File: src/rtl/alu_op_sequencer.sv
// Purpose: sequences one op at a time onto the shared 32-bit ALU; multiply is done as 32 shift-and-add ALU passes.
// Latency: and/or/add/sub 2 cycles, mul ITER+1 cycles, illegal opcode 1 cycle from accept to rsp_valid_o.
// Backpressure: req_ready_o only in IDLE; a response is held in RESP until rsp_ready_i, with no new request accepted.
module alu_op_sequencer #(
  parameter int ITER = 32
) (
  input  logic        clk_i,
  input  logic        rst_i,
  input  logic        req_valid_i,
  output logic        req_ready_o,
  input  logic [2:0]  op_i,
  input  logic [31:0] src1_i,
  input  logic [31:0] src2_i,
  output logic        rsp_valid_o,
  input  logic        rsp_ready_i,
  output logic [31:0] result_o,
  output logic        rsp_err_o,
  output logic [31:0] alu_data1_o,
  output logic [31:0] alu_data2_o,
  output logic [2:0]  alu_ctrl_o,
  input  logic [31:0] alu_data_i
);

  localparam logic [2:0] OP_AND = 3'b000;
  localparam logic [2:0] OP_OR  = 3'b001;
  localparam logic [2:0] OP_ADD = 3'b010;
  localparam logic [2:0] OP_SUB = 3'b110;
  localparam logic [2:0] OP_MUL = 3'b011;

  // Iteration counter terminal value: the last multiply pass.
  localparam logic [4:0] CNT_LAST = 5'(ITER - 1);

  typedef enum logic [1:0] {
    S_IDLE = 2'd0,
    S_EXEC = 2'd1,
    S_MUL  = 2'd2,
    S_RESP = 2'd3
  } state_t;

  state_t      state_q;
  state_t      state_d;

  // Latched request. op1_q doubles as the multiplicand and op2_q as the
  // multiplier during MUL: they shift in place, since the single-pass ops
  // never need the original values after EXEC.
  logic [2:0]  op_q;
  logic [31:0] op1_q;
  logic [31:0] op2_q;
  logic [31:0] acc_q;
  logic [4:0]  cnt_q;

  logic        accept;
  logic        op_is_single;

  assign accept       = (state_q == S_IDLE) && req_valid_i;
  assign op_is_single = (op_i == OP_AND) || (op_i == OP_OR) ||
                        (op_i == OP_ADD) || (op_i == OP_SUB);

  // State register.
  always_ff @(posedge clk_i or negedge rst_i) begin
    if (!rst_i) begin
      state_q <= S_IDLE;
    end else begin
      state_q <= state_d;
    end
  end

  // Next-state decode.
  always_comb begin
    state_d = state_q;
    case (state_q)
      S_IDLE: begin
        if (req_valid_i) begin
          if (op_i == OP_MUL) begin
            state_d = S_MUL;
          end else if (op_is_single) begin
            state_d = S_EXEC;
          end else begin
            state_d = S_RESP;
          end
        end
      end
      S_EXEC: state_d = S_RESP;
      S_MUL: begin
        // No early exit on a zero multiplier: latency is fixed.
        if (cnt_q == CNT_LAST) begin
          state_d = S_RESP;
        end
      end
      S_RESP: begin
        if (rsp_ready_i) begin
          state_d = S_IDLE;
        end
      end
      default: state_d = S_IDLE;
    endcase
  end

  // Output decode: handshake outputs from state only; ALU held quiet outside EXEC/MUL.
  always_comb begin
    req_ready_o = 1'b0;
    rsp_valid_o = 1'b0;
    alu_ctrl_o  = 3'b000;
    alu_data1_o = '0;
    alu_data2_o = '0;
    case (state_q)
      S_IDLE: req_ready_o = 1'b1;
      S_EXEC: begin
        alu_ctrl_o  = op_q;
        alu_data1_o = op1_q;
        alu_data2_o = op2_q;
      end
      S_MUL: begin
        alu_ctrl_o  = OP_ADD;
        alu_data1_o = acc_q;
        alu_data2_o = op2_q[0] ? op1_q : '0;
      end
      S_RESP: rsp_valid_o = 1'b1;
      default: ;
    endcase
  end

  // Datapath: request capture, shift-and-add iteration and response registers.
  always_ff @(posedge clk_i or negedge rst_i) begin
    if (!rst_i) begin
      op_q      <= '0;
      op1_q     <= '0;
      op2_q     <= '0;
      acc_q     <= '0;
      cnt_q     <= '0;
      result_o  <= '0;
      rsp_err_o <= 1'b0;
    end else begin
      case (state_q)
        S_IDLE: begin
          if (accept) begin
            op_q  <= op_i;
            op1_q <= src1_i;
            op2_q <= src2_i;
            acc_q <= '0;
            cnt_q <= '0;
            if (!op_is_single && (op_i != OP_MUL)) begin
              // Illegal opcode is answered without touching the ALU.
              result_o  <= '0;
              rsp_err_o <= 1'b1;
            end
          end
        end
        S_EXEC: begin
          result_o  <= alu_data_i;
          rsp_err_o <= 1'b0;
        end
        S_MUL: begin
          acc_q <= alu_data_i;
          op1_q <= op1_q << 1;
          op2_q <= op2_q >> 1;
          cnt_q <= cnt_q + 5'd1;
          if (cnt_q == CNT_LAST) begin
            result_o  <= alu_data_i;
            rsp_err_o <= 1'b0;
          end
        end
        default: ;
      endcase
    end
  end

endmodule
File: config.mk
export PLATFORM = sky130hd
export DESIGN_NAME = alu_op_sequencer
export DESIGN_NICKNAME = d
export VERILOG_FILES = /design/src/rtl/alu_op_sequencer.sv
export SDC_FILE = /design/constraint.sdc
export NUM_CORES = 1
export LEC_CHECK = 0
export ABC_AREA = 1
export CAP_MARGIN = 20
export CORE_MARGIN = 2
export CORE_UTILIZATION = 43
export DETAILED_ROUTE_END_ITERATION = 10
export GPL_TIMING_DRIVEN = 1
export PLACE_DENSITY_LB_ADDON = 0.25
export SLEW_MARGIN = 25
export SYNTH_ARGS = -nofsm -noshare
export SYNTH_HDL_FRONTEND = slang
export SYNTH_SLANG_ARGS = --single-unit
File: constraint.sdc
create_clock -name clk_i -period 1.86 [get_ports clk_i]
set_input_delay 0.372 -clock clk_i [delete_from_list [all_inputs] [get_ports clk_i]]
set_output_delay 0.372 -clock clk_i [all_outputs]
set_load 0.05 [all_outputs]
### Signal wires on met4

Drawn at 4 px/um. Supply wires on this layer in grey. Cells faint in the background.
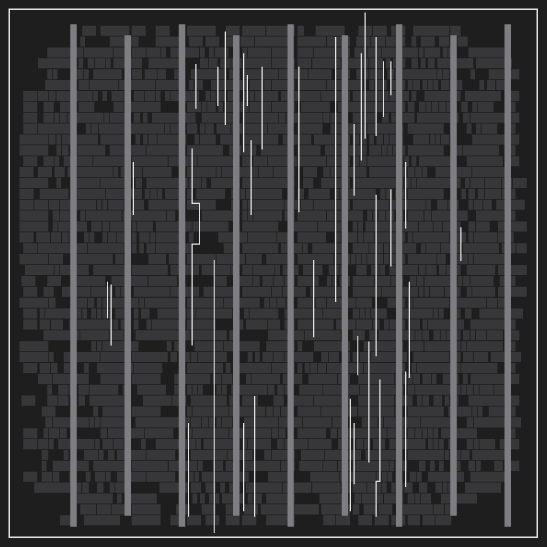
main direction: vertical
share of all routed wire: 3.0%
Final Routed Wirelength: 28100 um
total number of vias: 7759

### Sequential cells grouped by signal name

Drawn at 4 px/um. Other sequential cells in the stronger grey, the rest of the logic in the fainter grey.
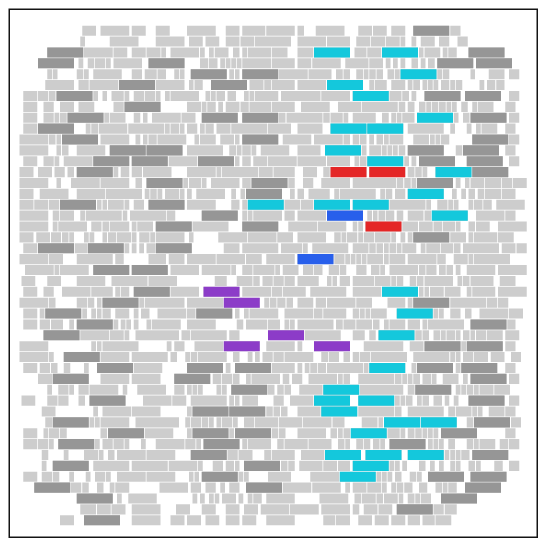
[purple] cnt_q | flops: 5
[cyan] acc_q | flops: 32
[blue] state_q | flops: 2
[red] op_q | flops: 3
not coloured: 97
Flop area: 3480 um2
utilization after layout: 0.822
Seq. pwr: 5.25 mW

==> flow_metrics.py <==
# Generated from Yosys and OpenROAD reports
metrics = {
    "status": {
        "status": "finished, violations left",
        "violations": "setup timing",
    },
    "floorplan": {
        "top_level_ports": 205,
    },
    "power": {
        "switching_share": 0.482,
    },
    "timing": {
        "max_freq_mhz": 428,
        "setup_viol": 183,
        "min_period_ns": 2.34,
        "setup_ws_ns": -0.479,
    },
    "clocking": {
        "cts_tree": "built",
    },
    "worst_setup_path": {
        "reg2reg_depth": 11,
        "crit_cells": 6,
        "crit_required_ns": 1.49,
        "path_cells": "inv_2 > ha_2 > buf_8 > nand3_1 > o21ai_4 > buf_12",
        "crit_buf_inv": 3,
        "critPathLaunch": "state_q[1]$_DFFE_PN0P_",
        "crit_end": "alu_data1_o[27]",
    },
    "synth": {
        "yosysCellCount": 896,
        "syn_avg_cell_area_um2": 7.82,
        "top_cells_by_count": "nand2_1, dfrtp_1, inv_1",
        "ys_ff": 139,
    },
    "global_routing": {
        "antenna_found_initial": 0,
    },
    "cells_and_area": {
        "layout-drive-gt1-share": 0.341,
        "mostFrequentLayoutCells": "nand2_1, dfrtp_1, inv_1, clkdlybuf4s50_1, nand3_1",
    },
}
### Signal wires by layer

Drawn at 4 px/um.
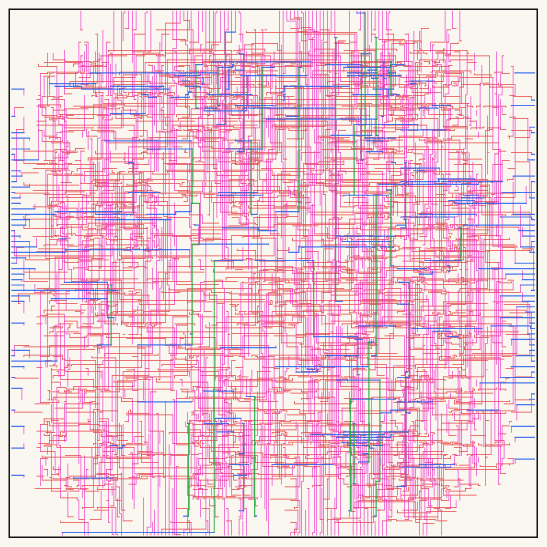
[green] met4 | wire length: 842 um
[magenta] met2 | wire length: 14400 um
[blue] met3 | wire length: 1710 um
[red] met1 | wire length: 11200 um
Routed WL per cell: 20.5 um
Total GRT Usage: 0.274

### Cell density map

Drawn at 3 px/um. The die is cut into 13 by 13 equal tiles; white is low, dark blue is high, 0 to 100% covered.
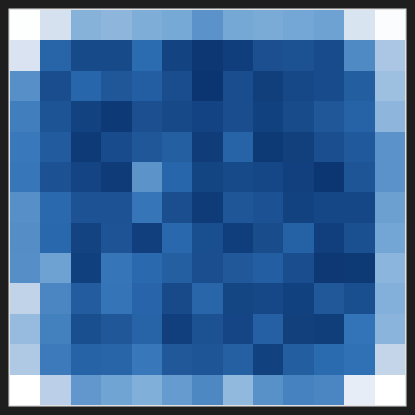
nearly empty tiles: 2.4%
tiles over 75% full: 65%
mean over tiles: 74%
fullest tile: 98%
Core Util at FP: 0.441
Core Box Area: 15900 um2

No activity file was given, so power comes from the tool's default toggle rates.
